**src/rtl/fetch_pkg.sv**
```systemverilog
// Purpose: shared types and constants for the instruction-fetch sequencer.
// Latency: n/a (declarations only).
// Backpressure: n/a (declarations only).
// Contents: FSM state encoding, NOP word, default memory depth, fetch entry struct,
//           range check and saturating-increment helpers.
package fetch_pkg;

  typedef enum logic [1:0] {
    ST_IDLE  = 2'd0,
    ST_FETCH = 2'd1,
    ST_STALL = 2'd2,
    ST_FAULT = 2'd3
  } fetch_state_t;

  localparam logic [31:0] NOP                = 32'h0000_0000;
  localparam int unsigned DEFAULT_IMEM_DEPTH = 8;

  // One fetched word together with its word index and a real/bubble flag.
  typedef struct packed {
    logic        vld;
    logic [31:0] pc;
    logic [31:0] instr;
  } fetch_entry_t;

  function automatic logic pc_in_range(input logic [31:0] pc, input int unsigned depth);
    return pc < 32'(depth);
  endfunction

  function automatic logic [31:0] sat_inc(input logic [31:0] v);
    return (v == 32'hFFFF_FFFF) ? v : v + 32'd1;
  endfunction

endpackage

```
**src/rtl/fetch_skid_buf.sv**
```systemverilog
// Purpose: one-entry hold register that parks the word on display when fetch stalls.
// Latency: 0 cycles on the memory path; held entry available the cycle after capture.
// Backpressure: capture on the first stall cycle, present while sel_hold, clear drops the entry.
// Ports: clk/rst (sync, active-high); capture/clear/sel_hold controls;
//        mem_entry (live memory word) in; out_entry (selected word) out.
module fetch_skid_buf
  import fetch_pkg::*;
(
  input  logic         clk,
  input  logic         rst,
  input  logic         capture,
  input  logic         clear,
  input  logic         sel_hold,
  input  fetch_entry_t mem_entry,
  output fetch_entry_t out_entry
);

  fetch_entry_t hold_q;

  // clear wins over capture: a redirect in the same cycle as a stall start
  // must not leave a stale word parked.
  always_ff @(posedge clk) begin
    if (rst || clear) begin
      hold_q <= '0;
    end else if (capture) begin
      hold_q <= mem_entry;
    end
  end

  assign out_entry = sel_hold ? hold_q : mem_entry;

endmodule

```
**src/rtl/imem_fetch_ctrl.sv**
```systemverilog
// Purpose: PC owner and fetch sequencer for the word-addressed synchronous instruction memory.
// Latency: 1 cycle from address to fetched_* (memory read latency); 1-cycle bubble after redirect.
// Backpressure: stall holds pc and fetched_*; the held word is replayed on the release cycle.
// Ports: clk, rst (sync, active-high); stall, redirect, redirect_target from hazard/EX;
//        address out / instruction in to memory; fetched_instr/_pc/_valid to IF/ID;
//        fault, fault_pc sticky out-of-range trap.
// Optional: define FETCH_PERF_CNT_EN to add perf_fetch_cnt, perf_stall_cnt, perf_bubble_cnt.
module imem_fetch_ctrl
  import fetch_pkg::*;
#(
  parameter int unsigned IMEM_DEPTH = DEFAULT_IMEM_DEPTH,
  parameter logic [31:0] RESET_PC   = 32'd0
) (
  input  logic        clk,
  input  logic        rst,
  input  logic        stall,
  input  logic        redirect,
  input  logic [31:0] redirect_target,
  output logic [31:0] address,
  input  logic [31:0] instruction,
  output logic [31:0] fetched_instr,
  output logic [31:0] fetched_pc,
  output logic        fetched_valid,
  output logic        fault,
  output logic [31:0] fault_pc
`ifdef FETCH_PERF_CNT_EN
  ,
  output logic [31:0] perf_fetch_cnt,
  output logic [31:0] perf_stall_cnt,
  output logic [31:0] perf_bubble_cnt
`endif
);

  fetch_state_t state_q, state_d;
  logic [31:0]  pc_q, pc_d;
  logic         infl_vld_q, infl_vld_d;
  logic [31:0]  infl_pc_q, infl_pc_d;
  logic         fault_q, fault_d;
  logic [31:0]  fault_pc_q, fault_pc_d;

  logic         hold_capture;
  logic         hold_clear;
  logic         sel_hold;
  fetch_entry_t mem_entry;
  fetch_entry_t out_entry;
  logic         deliver_vld;

  always_ff @(posedge clk) begin
    if (rst) begin
      state_q    <= ST_IDLE;
      pc_q       <= RESET_PC;
      infl_vld_q <= 1'b0;
      infl_pc_q  <= '0;
      fault_q    <= 1'b0;
      fault_pc_q <= '0;
    end else begin
      state_q    <= state_d;
      pc_q       <= pc_d;
      infl_vld_q <= infl_vld_d;
      infl_pc_q  <= infl_pc_d;
      fault_q    <= fault_d;
      fault_pc_q <= fault_pc_d;
    end
  end

  always_comb begin
    state_d      = state_q;
    pc_d         = pc_q;
    infl_vld_d   = 1'b0;
    infl_pc_d    = infl_pc_q;
    fault_d      = fault_q;
    fault_pc_d   = fault_pc_q;
    hold_capture = 1'b0;
    hold_clear   = 1'b0;
    sel_hold     = (state_q == ST_STALL);

    case (state_q)
      ST_FAULT: begin
        // Terminal until rst: everything frozen, nothing issued.
      end
      default: begin
        if (redirect) begin
          // Word being read this cycle belongs to the wrong path: mark it a bubble.
          pc_d       = redirect_target;
          hold_clear = 1'b1;
          state_d    = ST_FETCH;
        end else if (!pc_in_range(pc_q, IMEM_DEPTH)) begin
          // Word already inflight is shown this cycle; the trap lands next cycle.
          state_d    = ST_FAULT;
          fault_d    = 1'b1;
          fault_pc_d = pc_q;
          hold_clear = 1'b1;
        end else if (stall) begin
          // Memory keeps re-reading the same pc, so the inflight tag stays accurate.
          state_d      = ST_STALL;
          hold_capture = (state_q != ST_STALL);
          infl_vld_d   = 1'b1;
          infl_pc_d    = pc_q;
        end else begin
          // On the stall release cycle the held word is shown, then dropped.
          state_d    = ST_FETCH;
          pc_d       = pc_q + 32'd1;
          infl_vld_d = 1'b1;
          infl_pc_d  = pc_q;
          hold_clear = (state_q == ST_STALL);
        end
      end
    endcase
  end

  assign mem_entry = '{vld: infl_vld_q, pc: infl_pc_q, instr: instruction};

  fetch_skid_buf u_skid (
    .clk       (clk),
    .rst       (rst),
    .capture   (hold_capture),
    .clear     (hold_clear),
    .sel_hold  (sel_hold),
    .mem_entry (mem_entry),
    .out_entry (out_entry)
  );

  // Bubbles present NOP/0 so IF/ID never sees stale memory data.
  assign deliver_vld   = out_entry.vld && (state_q != ST_FAULT);
  assign fetched_valid = deliver_vld;
  assign fetched_instr = deliver_vld ? out_entry.instr : NOP;
  assign fetched_pc    = deliver_vld ? out_entry.pc : 32'd0;
  assign address       = pc_q;
  assign fault         = fault_q;
  assign fault_pc      = fault_pc_q;

`ifdef FETCH_PERF_CNT_EN
  // A delivery is a real word shown in a cycle the consumer is not stalled.
  always_ff @(posedge clk) begin
    if (rst) begin
      perf_fetch_cnt  <= '0;
      perf_stall_cnt  <= '0;
      perf_bubble_cnt <= '0;
    end else if (state_q != ST_FAULT) begin
      if (deliver_vld && !stall) begin
        perf_fetch_cnt <= sat_inc(perf_fetch_cnt);
      end
      if (stall) begin
        perf_stall_cnt <= sat_inc(perf_stall_cnt);
      end
      if (redirect) begin
        perf_bubble_cnt <= sat_inc(perf_bubble_cnt);
      end
    end
  end
`endif

endmodule
```
**config.mk**
```make
export PLATFORM = sky130hd
export DESIGN_NAME = imem_fetch_ctrl
export DESIGN_NICKNAME = d
export VERILOG_FILES = /design/src/rtl/fetch_pkg.sv /design/src/rtl/fetch_skid_buf.sv /design/src/rtl/imem_fetch_ctrl.sv
export SDC_FILE = /design/constraint.sdc
export NUM_CORES = 1
export LEC_CHECK = 0
export CORE_ASPECT_RATIO = 1.5
export CORE_MARGIN = 2
export CORE_UTILIZATION = 43
export DETAILED_ROUTE_END_ITERATION = 6
export GPL_TIMING_DRIVEN = 0
export PLACE_DENSITY = 0.8
export SKIP_LAST_GASP = 1
export SLEW_MARGIN = 20
export SYNTH_ARGS = -nofsm -noshare
export SYNTH_HDL_FRONTEND = slang
export SYNTH_SLANG_ARGS = --single-unit
```
**constraint.sdc**
```tcl
create_clock -name clk -period 1.9 [get_ports clk]
set_input_delay 0.285 -clock clk [delete_from_list [all_inputs] [get_ports clk]]
set_output_delay 0.285 -clock clk [all_outputs]
set_load 0.02 [all_outputs]
```
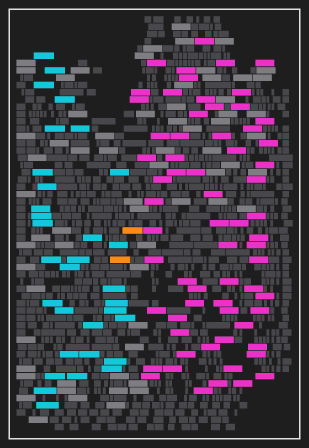
run_1/ff_map.png
Other sequential cells in the stronger grey, the rest of the logic in the fainter grey.
legend:
  orange:
    netlist_name: state_q
    sequential_cells: 2
  magenta:
    netlist_name: u_skid.hold_q
    sequential_cells: 65
  cyan:
    netlist_name: address
    sequential_cells: 32

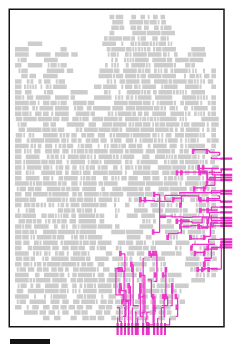
run_1/port_trees.png
The bar under the picture is 20 um long.
legend:
  magenta:
    port: instruction
    direction: input
    edge: 18 right, 14 bottom
    end_cells: 64
    buffers: 32
    wire: 928 um

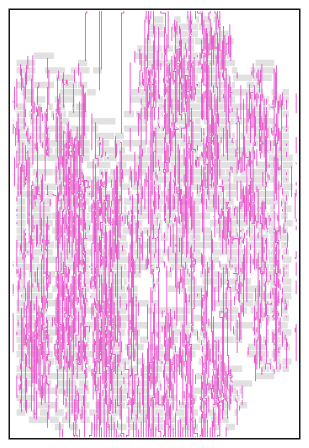
run_1/m2.png
longest straight run: 65.6 um
share of all routed wire: 53%
wire length on this layer: 12400 um

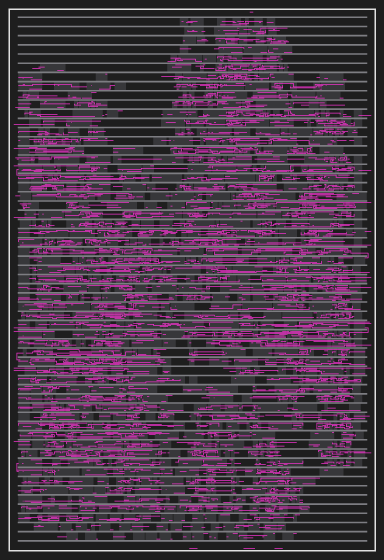
run_1/m1.png
Supply wires on this layer in grey.
longest straight run: 28.1 um
share of all routed wire: 37%
nets with wire on the layer: 1115
wire length on this layer: 8620 um
main direction: horizontal

==> summary.txt, run 1 <==
fresh numbers from the pnr run: setup tns final -10.78 ns, switching part of the total power 27.8%, ClkCell Share 5.31%, Hold Crit Endpoint address[14], Worst Reg-to-Reg Cells 8, Critical Path Sink Type output port, Pre-Place Util 43.4%, Final Hold Fails 0, Peak VDD IR roughly 0.5 mV, Int Power 5.86 mW, post-synthesis sequential area ratio 47.4%, n_diodes 0, crit path cell chain buf_6 > nor2b_4 > clkbuf_8 > buf_8 > nand2_1 > a21oi_2 > buf_4, Comb gates 671, Yosys reg bits approximately 170, unrepaired setup endpoints after global routing true, Top-area cell share 47.4%, Seq/total area 30.4%, met3 wire length 1470 um, Combinational Power 1.16 mW, placed insts between 1000 and 1500, OpenROAD warnings 28, routed len/inst between 15 and 20 um, Worst Setup SP state_q[1], Post-DP Area 9210 um2, layout cells sized above 1 26.2%, failing checks negative setup slack, largest net degree at the start of global routing 19, Post-Syn Instances slightly above 900, Rows 57, Final Core Density between 60% and 70%, vias in the first global route ~7000, met2 WL post-DR 12400 um, hold path startpoint redirect_target[14], DRC viols 0, clk pwr between 3 and 4 mW, worst setup margin -0.204 ns, gr usage total 24.9%, fin crit share 111%, Psw 2.26 mW, Signal buf overhead a little over a quarter, Post-synth top cells nand2_1 (305), dfxtp_1 (165), a21oi_1 (147), sequential cell power 3.61 mW, Max Freq roughly 480 MHz, fin. max-slew vios 0, Post-CTS Hold Buffers 0, Comb power frac 14.3%, Levels on crit path 7, Pre-antenna DRT Iters 5, clock buffer depth 2, Main power group registers, cell type with the largest total area dfxtp_1, Design Area, Final 11000 um2, main flop type dfxtp_1, Finished Layout Cells between 1000 and 1500, status complete, but fails checks, largest cells by area after synthesis dfxtp_1 (47%), nand2_1 (16%), a21oi_1 (11%), mux2i_1 (5.5%), and2_1 (2.9%), DP Worst Slack -0.841 ns, Die X approximately 110 um, dpl hpwl 14600 um, initial antenna violation count 0, num ports 198, inverters 5, ys async rst share 0%, Starting DRT DRC Count 364, vias about 7400, CP max stage cell dfxtp_2, Power Density 737 nW/um2, Worst Hold Depth 3, core area 16000 um2, relative slew slack a little under three fifths, setup violators final 84, Crit Path Category flop to output port, M1 WL between 8000 and 9000 um, hold_ws 0.409 ns, synth unique cells 38
run 1: cells by family after synthesis:
family          after synthesis  synth area share (%)
compound gates              192                  15.4
fa+ha+maj                     1                 0.180
buf+inv                      70                  4.52
flops                       165                  47.4
mux                          38                  5.46
simple gates                440                  27.1
run 1: repair_timing:
item                                    in CTS  in global routing
gates resized                              508                146
endpoints found under the setup margin     210                218
cloned                                       3                  6
buffers inserted                            16                 14
pin swaps                                   35                 26
run 1: sequential cells by signal, summed over array words and instances (netlist names):
signal	flops
fault_pc	32
fault	1
u_skid.hold_q	65
infl_vld_q	1
infl_pc_q	32
address	32
state_q	2
run 1: per-layer routing:
layer / vias up / GRT usage, %
met5: - / 0
met4: 0 / 10.9
met3: 62 / 5.88
met2: 298 / 45.2
met1: 3455 / 27.0
li1: 3540 / -
==> inputs of run 2 (changes only) <==
CORE_UTILIZATION = 44   (was 43)
HOLD_SLACK_MARGIN = 0.03   (was not set)
SYNTH_HIERARCHICAL = 1   (was not set)
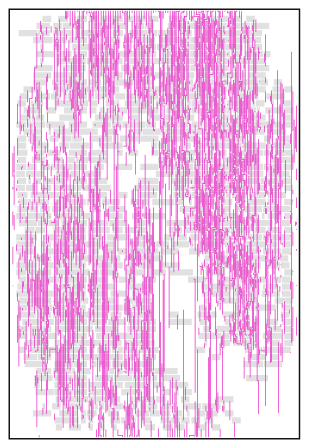
run_2/m2.png
nets with wire on the layer: 994
share of all routed wire: 55%
main direction: vertical
wire length on this layer: 14300 um
longest straight run: 112 um

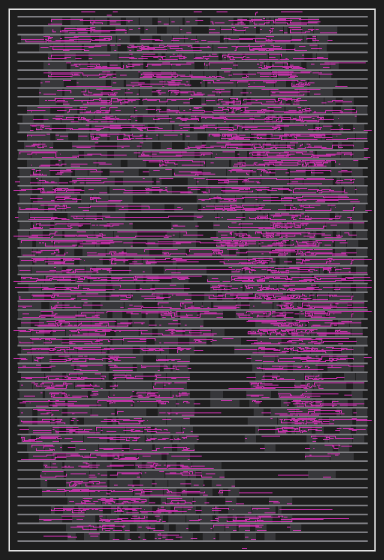
run_2/m1.png
Supply wires on this layer in grey.
share of all routed wire: 37%
main direction: horizontal
nets with wire on the layer: 984
wire length on this layer: 9470 um

==> run 2 against run 1 <==
Clock-buffer cell count grew 1. Register-to-register slack lost 0.21 ns. Global-route usage shrank 0.51 points. Sequential cell count is the same. Combinational power grew about 10%. Fmax shrank 8.6%. Core utilization grew 3.3 points. Total power grew 4.0%. Clock skew grew 0.0010 ns. The run still ends with negative setup slack left. Hold slack gained 0.0013 ns. Sequential power is essentially flat. Non-clock buffer count grew 21.
==> summary.txt, run 2 <==
fresh numbers from the pnr run: Int Power 6.15 mW, Top Usage Layer GRT met2, largest register by flop count u_skid/hold_q, Power Density 683 nW/um2, Worst Setup SP state_q[1], fin. max-slew vios 0, Hold Crit Endpoint address[10], status complete, but fails checks, Top-area cell share 43.3%, hold_ws 0.410 ns, setup tns final -45.19 ns, Finished Layout Cells 1258, CP max stage cell mux2_4, met2 WL post-DR 14300 um, GRT met3 Usage 4.96%, Crit Path Category flop to output port, placed insts 1160, max reg flops 65, Peak VDD IR 0.667 mV, Main power group registers, dpl hpwl 14700 um, gr usage total 24.4%, met2 usage in global routing between 40 and 50%, Final Core Density between 70% and 80%, num ports ~200, layout cells sized above 1 40.0%, worst setup margin -0.401 ns, Psw 2.30 mW, crit path cell chain nor2b_4 > buf_6 > mux2_4 > clkbuf_16 > buf_8 > and3_4 > buf_6, ys async rst share 0%, Pre-Place Util approximately 44%, switching part of the total power 27.2%, relative slew slack 54.6%, DRC viols 0, Post-Syn Instances 750, Worst Reg-to-Reg Cells 9, Worst Hold Depth 3, Yosys reg bits 165, Comb power frac 15.6%, met3 wire length 1200 um, cell type with the largest total area dfxtp_1, post-cts resize count 466, vias 6954, Levels on crit path 7, M1 GR Usage 27.2%, postcts setup bufs 30, Die X 112 um, synth unique cells 45, OpenROAD warnings 29, Final Hold Fails 0, Design Area, Final 12400 um2, failing checks negative setup slack, clock buffer depth 2, setup violators final 215, vias in the first global route 6542, main flop type dfxtp_1
## run 2: netlist changes by cell type after synthesis, moves of 12 or more
cell and delta:
nand2_1 -255, a21oi_1 -136, buf_6 +23, mux2i_1 +63, nor2_1 +56, and3_1 +61, clkbuf_1 -12, mux2_4 +50
## run 2: cell type report
cell class	instances	area share, %
Multi-Input combinational cell	523	36.7
Sequential cell	165	27.1
Timing Repair Buffer	266	23.9
Buffer	53	5.10
Clock buffer	18	3.55
Tap cell	213	2.15
Clock inverter	14	1.29
Inverter	6	0.182
## run 2: logic make-up after synthesis
family,after synthesis,synth area share [%]
compound gates,53,5.18
fa+ha+maj,1,0.164
buf+inv,62,5.39
flops,165,43.3
mux,166,25.3
simple gates,303,20.7
Power is estimated from default activity; no workload was simulated.
